File: config.mk
export PLATFORM = sky130hd
export DESIGN_NAME = add_16
export DESIGN_NICKNAME = d
export VERILOG_FILES = /design/src/rtl/add_16.sv
export SDC_FILE = /design/constraint.sdc
export NUM_CORES = 1
export LEC_CHECK = 0
export CORE_UTILIZATION = 55
export CTS_CLUSTER_SIZE = 20
export DETAILED_ROUTE_END_ITERATION = 8
export DONT_BUFFER_PORTS = 1
export GPL_ROUTABILITY_DRIVEN = 0
export GPL_TIMING_DRIVEN = 0
export PLACE_DENSITY_LB_ADDON = 0.2
export SLEW_MARGIN = 20
export SYNTH_ARGS = -nofsm -noshare
export SYNTH_HDL_FRONTEND = slang
export SYNTH_SLANG_ARGS = --single-unit
File: constraint.sdc
create_clock -name clk -period 5.2 [get_ports clk]
set_input_delay 0.78 -clock clk [delete_from_list [all_inputs] [get_ports clk]]
set_output_delay 0.78 -clock clk [all_outputs]
set_load 0.02 [all_outputs]
File: src/rtl/add_16.sv
// Registered 16-bit adder: four 4-bit CLA groups joined by a second-level lookahead unit.
// Define ADD16_FLAGS_EN to add registered signed-overflow (V) and zero (Z) flags.
module add_16_cla4 (
    input  logic [3:0] p,
    input  logic [3:0] g,
    input  logic       ci,
    output logic [3:0] c,
    output logic       gg,
    output logic       gp
);
    assign c[0] = ci;
    assign c[1] = g[0] | (p[0] & ci);
    assign c[2] = g[1] | (p[1] & g[0]) | (p[1] & p[0] & ci);
    assign c[3] = g[2] | (p[2] & g[1]) | (p[2] & p[1] & g[0])
                | (p[2] & p[1] & p[0] & ci);

    assign gg = g[3] | (p[3] & g[2]) | (p[3] & p[2] & g[1])
              | (p[3] & p[2] & p[1] & g[0]);
    assign gp = &p;
endmodule

module add_16_lcu (
    input  logic [3:0] gg,
    input  logic [3:0] gp,
    input  logic       ci,
    output logic       c4,
    output logic       c8,
    output logic       c12,
    output logic       c16
);
    assign c4  = gg[0] | (gp[0] & ci);
    assign c8  = gg[1] | (gp[1] & gg[0]) | (gp[1] & gp[0] & ci);
    assign c12 = gg[2] | (gp[2] & gg[1]) | (gp[2] & gp[1] & gg[0])
               | (gp[2] & gp[1] & gp[0] & ci);
    assign c16 = gg[3] | (gp[3] & gg[2]) | (gp[3] & gp[2] & gg[1])
               | (gp[3] & gp[2] & gp[1] & gg[0])
               | (gp[3] & gp[2] & gp[1] & gp[0] & ci);
endmodule

module add_16 (
    input  logic        clk,
    input  logic        rst_n,
    input  logic [15:0] A,
    input  logic [15:0] B,
    input  logic        C_in,
`ifdef ADD16_FLAGS_EN
    output logic        V,
    output logic        Z,
`endif
    output logic [15:0] S,
    output logic        C_out
);
    logic [15:0] p;
    logic [15:0] g;
    logic [15:0] c;
    logic [15:0] sum;
    logic [3:0]  gg;
    logic [3:0]  gp;
    logic [3:0]  gc;
    logic        c16;

    assign p = A ^ B;
    assign g = A & B;

    for (genvar i = 0; i < 4; i++) begin : grp
        add_16_cla4 u_cla (
            .p  (p[4*i +: 4]),
            .g  (g[4*i +: 4]),
            .ci (gc[i]),
            .c  (c[4*i +: 4]),
            .gg (gg[i]),
            .gp (gp[i])
        );
    end

    assign gc[0] = C_in;

    add_16_lcu u_lcu (
        .gg  (gg),
        .gp  (gp),
        .ci  (C_in),
        .c4  (gc[1]),
        .c8  (gc[2]),
        .c12 (gc[3]),
        .c16 (c16)
    );

    assign sum = p ^ c;

    always_ff @(posedge clk) begin
        if (!rst_n) begin
            S     <= '0;
            C_out <= 1'b0;
`ifdef ADD16_FLAGS_EN
            V     <= 1'b0;
            Z     <= 1'b0;
`endif
        end else begin
            S     <= sum;
            C_out <= c16;
`ifdef ADD16_FLAGS_EN
            // c[15] is the carry into the sign bit
            V     <= c16 ^ c[15];
            Z     <= (sum == 16'h0000);
`endif
        end
    end
endmodule

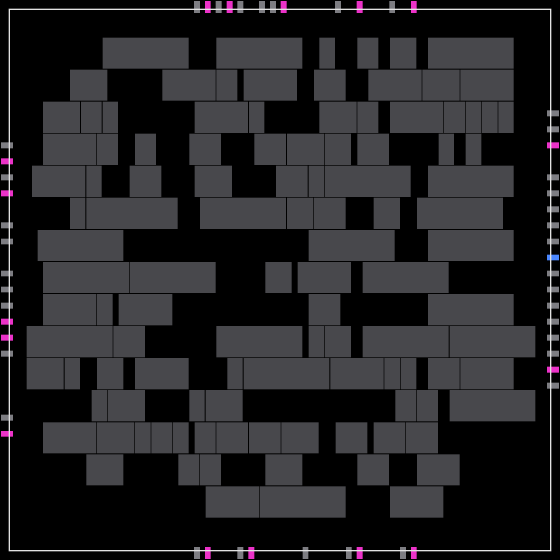
Fig. 1. Ports around the boundary (run 1).
Pins as bars across the die edge, other pins in gray.
Key: blue = `rst_n` [pins 1, direction input, edge right]; magenta = `A` [pins 16, direction input, edge 5 left, 5 top, 4 bottom, 2 right]
floorplan die width: 45.82 microns
IO buf count: 0

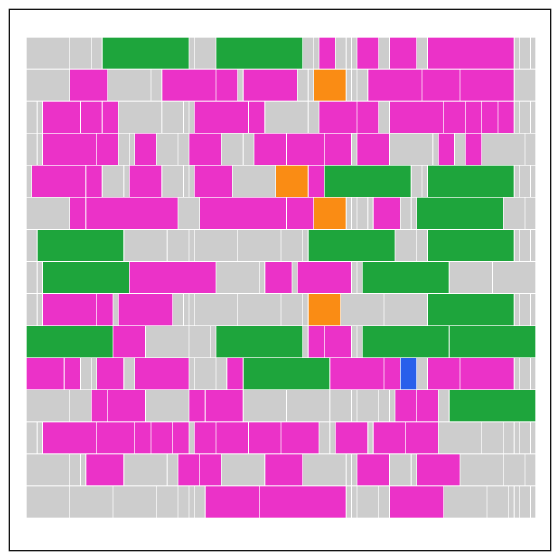
Fig. 2. Placement by cell class (run 1).
Fill, decap, tap and diode cells in gray.
Key: blue = other buffers and delay cells [cells 1]; green = flip-flops [cells 17]; orange = clock drivers and dummy loads [cells 4]; magenta = all other logic [cells 88]
core area: 1764 sq um
sequential fraction of total cell area: 0.3046
cell area after layout: 1117 sq um
utilization of the core after routing: 0.6333
number of standard-cell rows in the floorplan: 15

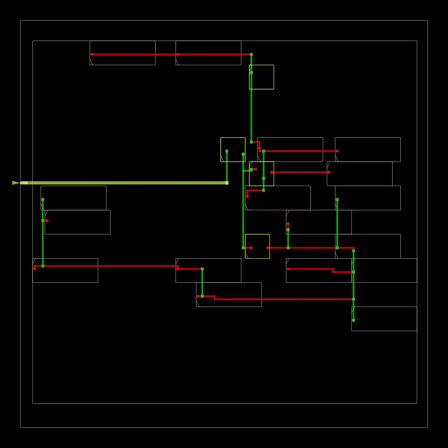
Fig. 3. Clock routing (run 1).
number of clock sinks: 17
number of CTS-inserted buffers: 3
Seq cells: 17

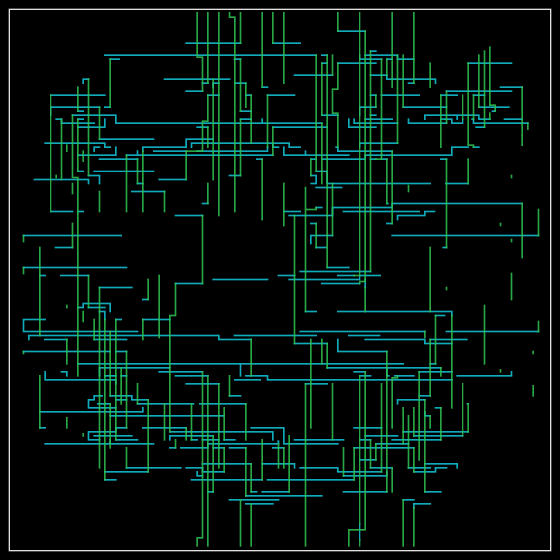
Fig. 4. Metal layers overlaid (run 1).
Two of the layers only.
Key: cyan = met1 [wire length 828 microns]; green = met2 [wire length 822 microns]
Tot GR Track Use: 0.1736
Routed Wire Length: 1.805 mm
via count of the routed design: 752

==> impl_summary.log, run 1 <==
[flow] collecting metrics
[metrics] total negative slack: 0 ns
[metrics] basic-gate share of the synthesized area counting and, or, nand and nor cells: 0.1019
[metrics] combinational power share: 0.251
[metrics] Startpoint Class: input pin
[metrics] PnR Total Power: between 0.3 and 0.4 mW
[metrics] DR DRC count: 0
[metrics] total cells reported by yosys after synthesis: approximately 110
[metrics] worst hold-check path type: in2reg
[metrics] worst min-delay path startpoint: rst_n
[metrics] Resized cells post-CTS: 0
[metrics] cell chosen for the clock root: sky130_fd_sc_hd__clkbuf_4
[metrics] Compound-Gate Fraction of Synth Area: 0.2109
[metrics] dominant kind of combinational cell: adder cells
[metrics] Layout fillers: 155
[metrics] register area: ~340 sq um
[metrics] power density normalized to cell area: approximately 300 nW/um^2
[metrics] fraction of synthesized cell area in xor and xnor cells: 0.07464
[metrics] number of nets still failing antenna checks after routing: 0
[metrics] leak pwr: approximately 0.50 nW
[metrics] kind of cell with the highest combined delay on the critical path: AND-OR/OR-AND gates
[metrics] hold_buf cts: 0
[metrics] fraction of registers with async set/reset: 0
[metrics] kind of critical path: in2reg
[metrics] largest fanout of any net on the critical path: 5
[metrics] time the final worst path needs with I/O delays and setup: 2.596 ns
[metrics] top area cells in the synthesized netlist: sky130_fd_sc_hd__dfxtp_1 32%, sky130_fd_sc_hd__ha_1 19%, sky130_fd_sc_hd__fa_1 7.6%
[metrics] fraction of layout instances using a drive strength above 1: 0.08182
[metrics] cell at the slowest stage of the critical path: sky130_fd_sc_hd__fa_1
[metrics] headroom to the max-slew limit: 0.6808
[metrics] adder-cell share of the synthesized area: 0.2654
[metrics] required time reported for the critical path endpoint: about 5.4 ns
[metrics] sequential share of power: 0.535
[metrics] overall overflow remaining after global route: 0
[metrics] number of enable-type register cells in the synthesized netlist: 0
[metrics] number of levels the H-tree was split into: 1
[metrics] Setup-failing EPs final: 0
[metrics] ratio of routed vias to standard cells: 5.570
[metrics] Buf/Inv on CP: 0
[metrics] max reg flops: 16
[metrics] most common flop cell mapped by yosys: sky130_fd_sc_hd__dfxtp_1
[metrics] hold slack: roughly 0.61 ns
[metrics] Sw Ratio: 0.3401
[metrics] Synthesis Warnings: 0
[metrics] flops out of synthesis: 17
[metrics] number of buffers added for setup after CTS: 0
[metrics] Mapped Area: between 1000 and 1500 sq um
[metrics] hold-critical path endpoint: C_out
[metrics] layout overhead on the synthesized area: 5.806%
[metrics] arrival time worst endpoint: around 2.8 ns
[metrics] placed wire-length estimate after detailed placement: roughly 1.5 mm
[metrics] Max Fclk: a little under 400 MHz
[metrics] initial antenna violation count: 0
[metrics] routed len/inst: approximately 13 microns
[metrics] unrepaired setup endpoints after global routing: false
[metrics] Distinct cells, synth: 31
[metrics] cell with the most instances after synthesis: sky130_fd_sc_hd__dfxtp_1
[metrics] largest register by flop count: S
[metrics] Cell Chain, Critical Path: ha_1 -> o21ai_0 -> o21a_2 -> o31ai_4 -> a41oi_1 -> o21bai_1 -> fa_1 -> and2_1
[metrics] run status: finished clean
[metrics] clock transition at the register clock pins on the worst setup and hold paths after CTS: about 0.11 ns
[metrics] logic area: 689.4 sq um
[metrics] TritonCTS clock tree: done
[metrics] per-instance average area after synthesis: roughly 10 sq um
[metrics] element type at the critical path end: flop
[metrics] largest area contributor in the netlist: sky130_fd_sc_hd__dfxtp_1
[metrics] number of instances on the worst hold path: 1
[metrics] slew at the pin closest to its max-slew limit: approximately 0.48 ns
[metrics] antenna cell count: 0
[metrics] Post-Synthesis Net Count: 161
[metrics] Seq/Total Area, Yosys: 0.3223
[metrics] Largest regs: S x16, C_out x1
[metrics] area share of the leading cell type in the synthesized netlist: 0.3223
[metrics] top-level port count: between 50 and 60
[metrics] Bufs on Longest Clock Path: 2
-- run 1: worst max path at each step --
stage	end	depth (start not counted)	slack (ns)	from
2_1_floorplan	S[12]	8	2.51	A[1]
4_1_cts	S[12]	8	2.63	A[1]
5_1_grt	S[12]	8	2.55	A[1]
3_5_place_dp	S[12]	8	2.33	A[1]
6_report	S[12]	8	2.60	A[1]
3_3_place_gp	S[12]	8	2.34	A[1]
-- run 1: power by group through the flow --
stage | sequential, mW | clock [mW] | combinational [mW]
floorplan | 0.177 | 0 | 0.0688
detailed placement | 0.179 | 0 | 0.0816
global route | 0.178 | 0.0777 | 0.0930
finish | 0.175 | 0.0703 | 0.0823
CTS | 0.176 | 0.0720 | 0.0825
global placement | 0.179 | 0 | 0.0790
-- run 1: final cells by class --
type                    count  share of cell area
multi-input cells          82              0.6170
flip-flops and latches     17              0.3046
well taps                  25             0.02800
clock buffers               3             0.02016
inverters                   6             0.02016
clock inverters             1            0.006719
plain buffers               1            0.003359
-- run 1: per-stage QoR --
stage	cells	utilization	worst slack, ns
3_3_place_gp	131	0.6163	2.344
6_report	135	0.6333	2.604
4_1_cts	135	0.6333	2.631
5_1_grt	135	0.6333	2.552
2_1_floorplan	106	-	2.510
3_5_place_dp	131	0.6163	2.326
-- run 1: layer usage --
| layer | part of all wire | vias to the layer above | global-route usage | wire [microns] |
|---|---|---|---|---|
| li1 | - | 388 | - | - |
| met1 | 0.46 | 333 | 0.2174 | 828 |
| met2 | 0.46 | 31 | 0.2886 | 822 |
| met3 | 0.085 | 0 | 0.04762 | 154 |
| met4 | 0 | 0 | 0.05294 | 0 |
| met5 | 0 | - | 0 | 0 |
-- run 1: placed cells by master, fill, tap and decap left out --
cell type	instances
sky130_fd_sc_hd__o21bai_1	1
sky130_fd_sc_hd__clkinvlp_4	1
sky130_fd_sc_hd__ha_1	16
sky130_fd_sc_hd__xnor2_1	6
sky130_fd_sc_hd__o21ba_1	1
sky130_fd_sc_hd__xor2_1	3
sky130_fd_sc_hd__and2_1	3
sky130_fd_sc_hd__a211o_1	1
sky130_fd_sc_hd__nand3_1	1
sky130_fd_sc_hd__and3_1	1
sky130_fd_sc_hd__a31oi_1	1
sky130_fd_sc_hd__or3_2	1
sky130_fd_sc_hd__inv_1	6
sky130_fd_sc_hd__a21oi_2	1
sky130_fd_sc_hd__nand2_1	2
sky130_fd_sc_hd__o21ai_0	6
sky130_fd_sc_hd__o21a_1	3
sky130_fd_sc_hd__o31ai_4	1
sky130_fd_sc_hd__clkbuf_1	1
sky130_fd_sc_hd__clkbuf_4	3
sky130_fd_sc_hd__nand2b_1	1
sky130_fd_sc_hd__a211oi_1	3
sky130_fd_sc_hd__fa_1	4
sky130_fd_sc_hd__o211ai_1	1
sky130_fd_sc_hd__nor3_1	1
sky130_fd_sc_hd__dfxtp_1	17
sky130_fd_sc_hd__nor2_1	12
sky130_fd_sc_hd__nor2b_1	1
sky130_fd_sc_hd__a211oi_2	1
sky130_fd_sc_hd__a21o_1	3
sky130_fd_sc_hd__a41oi_1	1
sky130_fd_sc_hd__o21a_2	1
sky130_fd_sc_hd__a21oi_1	5
## Run 2: what changed since run 1
==> constraint.sdc (replaced) <==
create_clock -name clk -period 2.49 [get_ports clk]
set_input_delay 0.3735 -clock clk [delete_from_list [all_inputs] [get_ports clk]]
set_output_delay 0.3735 -clock clk [all_outputs]
set_load 0.02 [all_outputs]
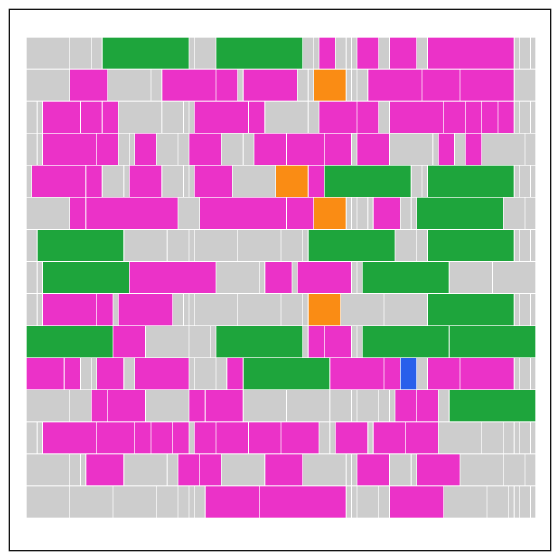
Fig. 5. Placement by cell class (run 2).
Fill, decap, tap and diode cells in gray.
Key: magenta = all other logic [cells 88]; green = flip-flops [cells 17]; blue = other buffers and delay cells [cells 1]; orange = clock drivers and dummy loads [cells 4]

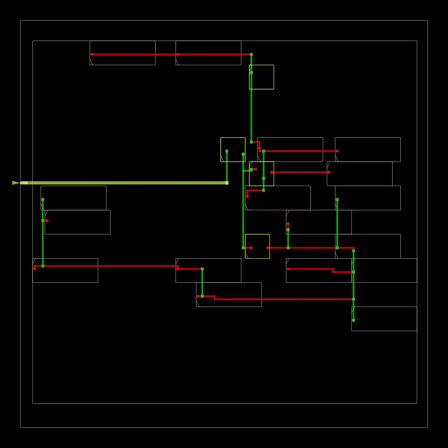
Fig. 6. Clock routing (run 2).
clock buf count: 3
power attributed to the clock group: 0.147 mW

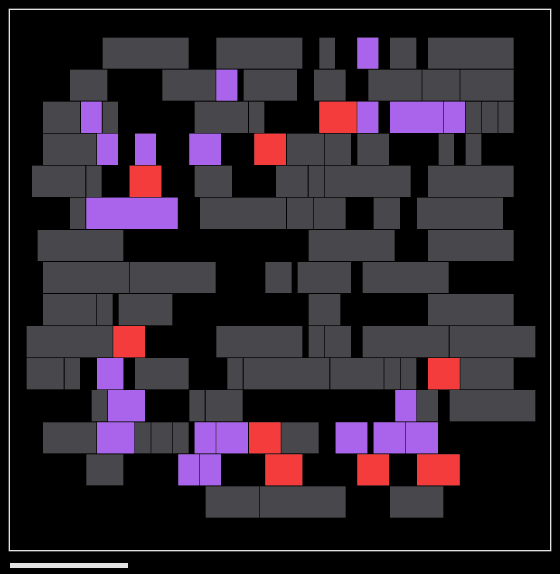
Fig. 7. Gate families picked out (run 2).
Bar = 10 microns.
Key: red = AND-OR and OR-AND gates [cells 9]; purple = inverting AOI/OAI gates [cells 21, most used o21ai_0]
top logic cell by instance count in the layout: sky130_fd_sc_hd__dfxtp_1
tally of non-filler cells in the final layout: 135

==> impl_summary.log, run 2 <==
[flow] collecting metrics
[metrics] PnR Total Power: 0.6850 mW
[metrics] number of enable-type register cells in the synthesized netlist: 0
[metrics] fraction of registers with async set/reset: 0
[metrics] number of levels the H-tree was split into: 1
[metrics] TritonCTS clock tree: done
[metrics] headroom to the max-slew limit: 0.6808
[metrics] total negative slack: 0 ns
[metrics] element type at the critical path end: flop
[metrics] placed wire-length estimate after detailed placement: approximately 1.5 mm
[metrics] Mapped Area: 1056 sq um
[metrics] number of clock sinks: 17
[metrics] worst hold-check path type: in2reg
[metrics] cell chosen for the clock root: sky130_fd_sc_hd__clkbuf_4
[metrics] Post-Synthesis Net Count: roughly 160
[metrics] Tot GR Track Use: 0.1736
[metrics] largest register by flop count: S
[metrics] time the final worst path needs with I/O delays and setup: about 2.2 ns
[metrics] Synthesis Warnings: 0
[metrics] layout overhead on the synthesized area: 5.806%
[metrics] clock transition at the register clock pins on the worst setup and hold paths after CTS: 0.11 ns
[metrics] Seq/Total Area, Yosys: 0.3223
[metrics] most common flop cell mapped by yosys: sky130_fd_sc_hd__dfxtp_1
[metrics] IO buf count: 0
[metrics] largest fanout of any net on the critical path: 5
[metrics] top area cells in the synthesized netlist: sky130_fd_sc_hd__dfxtp_1 32%, sky130_fd_sc_hd__ha_1 19%, sky130_fd_sc_hd__fa_1 7.6%
[metrics] core area: around 1800 sq um
[metrics] Startpoint Class: input pin
[metrics] fraction of layout instances using a drive strength above 1: 0.08182
[metrics] via count of the routed design: about 750
[metrics] cell with the most instances after synthesis: sky130_fd_sc_hd__dfxtp_1
[metrics] starting DRC count in detailed routing: 5
[metrics] initial antenna violation count: 0
[metrics] detailed-routing iteration count for the pre-antenna-repair pass: 4
[metrics] Placed Cells: roughly 130
[metrics] DR DRC count: 0
[metrics] antenna cell count: 0
[metrics] number of standard-cell rows in the floorplan: 15
[metrics] unrepaired setup endpoints after global routing: false
[metrics] top-level port count: between 50 and 60
[metrics] Routed Wire Length: ~1.8 mm
[metrics] number of nets still failing antenna checks after routing: 0
[metrics] utilization of the core after routing: 0.6333
[metrics] Largest regs: S x16, C_out x1
[metrics] flops out of synthesis: 17
[metrics] cell area after layout: approximately 1100 sq um
[metrics] overall overflow remaining after global route: 0
[metrics] run status: finished clean
[metrics] most instantiated logic cells after routing: 17 x sky130_fd_sc_hd__dfxtp_1, 16 x sky130_fd_sc_hd__ha_1, 12 x sky130_fd_sc_hd__nor2_1
[metrics] area of the synthesized netlist per yosys stat: 1056 sq um
[metrics] synth cell count leaders: 17 x sky130_fd_sc_hd__dfxtp_1, 16 x sky130_fd_sc_hd__ha_1, 12 x sky130_fd_sc_hd__nor2_1
[metrics] Max Fclk: around 460 MHz
[metrics] routed len/inst: roughly 13 microns
[metrics] number of CTS-inserted buffers: 3
[metrics] hold_buf cts: 0
[metrics] Resized cells post-CTS: 0
[metrics] required time reported for the critical path endpoint: around 2.7 ns
[metrics] Setup-failing EPs final: 0
[metrics] leak pwr: between 0.4 and 0.5 nW
[metrics] area share of the leading cell type in the synthesized netlist: 0.3223
[metrics] largest area contributor in the netlist: sky130_fd_sc_hd__dfxtp_1
## run 2: cell counts in the layout (fill, tap and decap cells not counted)
Identical to the previous run, type by type.
## run 2: stage by stage
step	worst slack (ns)	hold WS, ns
2_1_floorplan	0.2067	0.4910
3_3_place_gp	0.04068	0.4980
3_5_place_dp	0.02293	0.5001
4_1_cts	0.3270	0.1973
5_1_grt	0.2482	0.1847
6_report	0.3001	0.2022
## run 2: final timing paths
kind | cells past startpoint | start | slack (ns) | endpoint
setup / recovery | 8 | A[1] | 0.30 | S[12]
hold / removal | 1 | rst_n | 0.20 | C_out
## run 2: kinds of logic after synthesis
| logic type | after synthesis | share of synthesized area |
|---|---|---|
| flops | 17 | 0.3223 |
| simple gates | 23 | 0.1019 |
| xor+xnor | 9 | 0.07465 |
| fa+ha+maj | 20 | 0.2654 |
| buf+inv | 7 | 0.02488 |
| compound gates | 30 | 0.2109 |
## run 2: cell type report
type | count | area, sq um
buffer | 1 | 3.754
clock buffer | 3 | 22.52
sequential | 17 | 340.3
multi-input combinational | 82 | 689.4
tap | 25 | 31.28
fill | 155 | 646.9
inverter | 6 | 22.52
clock inverter | 1 | 7.507
## run 2: per-layer routing
layer	track usage	routed length [microns]
met3	0.04762	154
met1	0.2174	828
met5	0	0
met4	0.05294	0
met2	0.2886	822
## run 2: critical path: stages
cell and delay [ns]:
sky130_fd_sc_hd__ha_1 0.30, sky130_fd_sc_hd__o21ai_0 0.09, sky130_fd_sc_hd__o21a_2 0.23, sky130_fd_sc_hd__o31ai_4 0.33, sky130_fd_sc_hd__a41oi_1 0.22, sky130_fd_sc_hd__o21bai_1 0.22
sky130_fd_sc_hd__fa_1 0.45, sky130_fd_sc_hd__and2_1 0.17
## run 2: report_power, final
part / internal (mW) / switching, mW
Combinational: 0.0827 / 0.0890
Sequential: 0.308 / 0.0580
Clock: 0.0609 / 0.0859
## Run 3: what changed since run 2
--- a/config.mk
+++ b/config.mk
@@ -12,6 +12,7 @@
 export GPL_ROUTABILITY_DRIVEN = 0
 export GPL_TIMING_DRIVEN = 0
 export PLACE_DENSITY_LB_ADDON = 0.2
+export SKIP_CTS_REPAIR_TIMING = 1
 export SLEW_MARGIN = 20
 export SYNTH_ARGS = -nofsm -noshare
 export SYNTH_HDL_FRONTEND = slang
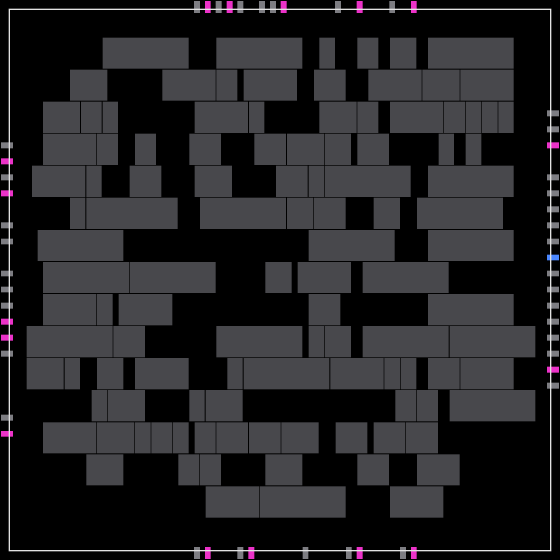
Fig. 8. Ports around the boundary (run 3).
Pins as bars across the die edge, other pins in gray.
Key: magenta = `A` [pins 16, direction input, edge 5 left, 5 top, 4 bottom, 2 right]; blue = `rst_n` [pins 1, direction input, edge right]
All pins by edge: 17 right, 14 left, 12 top, 9 bottom.
die height: 45.82 microns

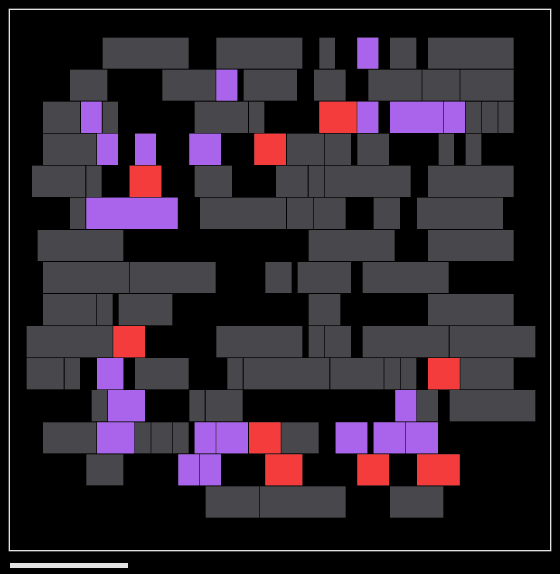
Fig. 9. Gate families picked out (run 3).
Bar = 10 microns.
Key: red = AND-OR and OR-AND gates [cells 9]; purple = inverting AOI/OAI gates [cells 21, most used o21ai_0]
fraction of area in multi-input gates: 0.6170

==> impl_summary.log, run 3 <==
[flow] collecting metrics
[metrics] run status: finished clean
[metrics] MUX share of area: 0
[metrics] total cells reported by yosys after synthesis: 106
[metrics] Synthesis Warnings: 0
[metrics] core area: 1764 sq um
[metrics] number of enable-type register cells in the synthesized netlist: 0
[metrics] placed wire-length estimate after detailed placement: 1.481 mm
[metrics] largest register by flop count: S
[metrics] Compound-Gate Fraction of Synth Area: 0.2109
[metrics] Tot GR Track Use: 0.1736
[metrics] slew at the pin closest to its max-slew limit: ~0.48 ns
[metrics] leak pwr: 0.4980 nW
[metrics] kind of critical path: in2reg
[metrics] initial antenna violation count: 0
[metrics] DR DRC count: 0
[metrics] top logic cell by instance count in the layout: sky130_fd_sc_hd__dfxtp_1
[metrics] overall overflow remaining after global route: 0
[metrics] via count of the first global-routing pass: between 600 and 700
[metrics] synth cell count leaders: 17 x sky130_fd_sc_hd__dfxtp_1, 16 x sky130_fd_sc_hd__ha_1, 12 x sky130_fd_sc_hd__nor2_1
[metrics] fraction of registers with async set/reset: 0
[metrics] power density normalized to cell area: a little over 600 nW/um^2
[metrics] tally of non-filler cells in the final layout: about 140
[metrics] cell count after synthesis: about 110
[metrics] hold slack: 0.2022 ns
[metrics] top area cells in the synthesized netlist: sky130_fd_sc_hd__dfxtp_1 32%, sky130_fd_sc_hd__ha_1 19%, sky130_fd_sc_hd__fa_1 7.6%
[metrics] arrival time worst endpoint: 2.38 ns
[metrics] largest area contributor in the netlist: sky130_fd_sc_hd__dfxtp_1
[metrics] clock transition at the register clock pins on the worst setup and hold paths after CTS: between 0.1 and 0.15 ns
[metrics] worst hold-check path type: in2reg
[metrics] Placed Cells: 131
[metrics] top-level port count: 52
[metrics] Bufs on Longest Clock Path: 2
[metrics] area of the synthesized netlist per yosys stat: approximately 1100 sq um
[metrics] number of clock sinks: 17
[metrics] Setup-failing EPs final: 0
[metrics] layout overhead on the synthesized area: 5.806%
[metrics] largest fanout of any net on the critical path: 5
[metrics] Final nets: ~170
[metrics] starting DRC count in detailed routing: 5
[metrics] most common flop cell mapped by yosys: sky130_fd_sc_hd__dfxtp_1
[metrics] most instantiated logic cells after routing: 17 x sky130_fd_sc_hd__dfxtp_1, 16 x sky130_fd_sc_hd__ha_1, 12 x sky130_fd_sc_hd__nor2_1
[metrics] detailed-routing iteration count for the pre-antenna-repair pass: 4
[metrics] flops out of synthesis: 17
[metrics] Post-Synthesis Net Count: about 160
[metrics] Startpoint Class: input pin
[metrics] ratio of routed vias to standard cells: 5.570
[metrics] basic-gate share of the synthesized area counting and, or, nand and nor cells: 0.1019
[metrics] Largest regs: S x16, C_out x1
[metrics] max reg flops: 16
[metrics] via count of the routed design: ~750
[metrics] total negative slack: 0 ns
[metrics] time the final worst path needs with I/O delays and setup: between 2 and 2.5 ns
[metrics] fraction of layout instances using a drive strength above 1: 0.08182
[metrics] Distinct cells, synth: 31
[metrics] setup slack of the critical path after layout: 0.3001 ns
[metrics] area share of the leading cell type in the synthesized netlist: 0.3223
[metrics] Mapped Area: 1056 sq um
[metrics] headroom to the max-slew limit: 0.6808
[metrics] cell chosen for the clock root: sky130_fd_sc_hd__clkbuf_4
[metrics] cell with the most instances after synthesis: sky130_fd_sc_hd__dfxtp_1
[metrics] number of levels the H-tree was split into: 1
[metrics] floorplan die width: roughly 46 microns
[metrics] dominant kind of combinational cell: adder cells
[metrics] routed len/inst: around 13 microns
[metrics] pre-CTS setup slack: 0.02293 ns
[metrics] IO buf count: 0
[metrics] per-instance average area after synthesis: around 10 sq um
[metrics] Seq/Total Area, Yosys: 0.3223
[metrics] adder-cell share of the synthesized area: 0.2654
[metrics] Max Fclk: between 400 and 500 MHz
[metrics] number of nets still failing antenna checks after routing: 0
[metrics] Routed Wire Length: between 1.5 and 2 mm
[metrics] number of standard-cell rows in the floorplan: 15
[metrics] required time reported for the critical path endpoint: between 2 and 3 ns
[metrics] antenna cell count: 0
[metrics] unrepaired setup endpoints after global routing: false
[metrics] element type at the critical path end: flop
[metrics] TritonCTS clock tree: done
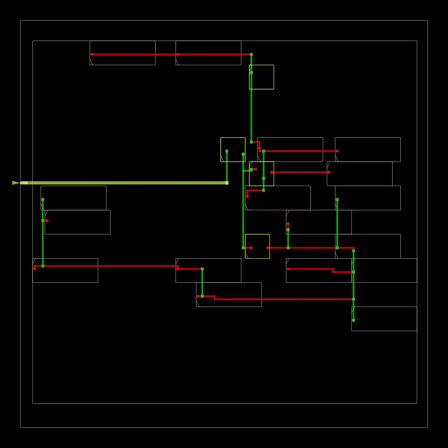
Fig. 10. Clock routing (run 3).

-- run 3: cell counts after synthesis --
Identical to the previous run, type by type.
-- run 3: metrics by stage --
step,power (mW),instance area (sq um),utilization
after floorplan,0.5129,1056,-
after global placement,0.5384,1087,0.6163
after detailed placement,0.5434,1087,0.6163
after CTS,0.6896,1117,0.6333
after global routing,0.7272,1117,0.6333
final,0.6850,1117,0.6333
-- run 3: cell type report --
class                      instances  area (sq um)
buffer                             1         3.754
clock buffer                       3         22.52
clock inverter                     1         7.507
fill                             155         646.9
inverter                           6         22.52
multi-input combinational         82         689.4
sequential                        17         340.3
tap                               25         31.28
-- run 3: worst max-delay path: stages --
cell and delay, ns:
sky130_fd_sc_hd__ha_1 0.30, sky130_fd_sc_hd__o21ai_0 0.09, sky130_fd_sc_hd__o21a_2 0.23, sky130_fd_sc_hd__o31ai_4 0.33, sky130_fd_sc_hd__a41oi_1 0.22, sky130_fd_sc_hd__o21bai_1 0.22, sky130_fd_sc_hd__fa_1 0.45, sky130_fd_sc_hd__and2_1 0.17
-- run 3: worst paths after layout --
| check | from | end | slack (ns) | cells past startpoint |
|---|---|---|---|---|
| max | A[1] | S[12] | 0.30 | 8 |
| min | rst_n | C_out | 0.20 | 1 |
-- run 3: cells by family (layout without fill, tap and decap cells) --
kind of cell | Yosys count | in the layout
AND/OR/NAND/NOR | 23 | 23
adder cells (fa/ha/maj) | 20 | 20
AND-OR/OR-AND | 30 | 30
XOR/XNOR | 9 | 9
buffers and inverters | 7 | 11
flip-flops | 17 | 17
-- run 3: routing by layer --
layer	routed length, microns	part of all wire	vias up	track usage
met2	822	0.46	31	0.2886
met1	828	0.46	333	0.2174
met3	154	0.085	0	0.04762
met5	0	0	-	0
li1	-	-	388	-
met4	0	0	0	0.05294
-- run 3: power breakdown --
group | internal [mW] | switching [mW]
clock network | 0.0609 | 0.0859
registers | 0.308 | 0.0580
logic | 0.0827 | 0.0890
total | 0.452 | 0.233
No activity file was given, so power comes from the tool's default toggle rates.
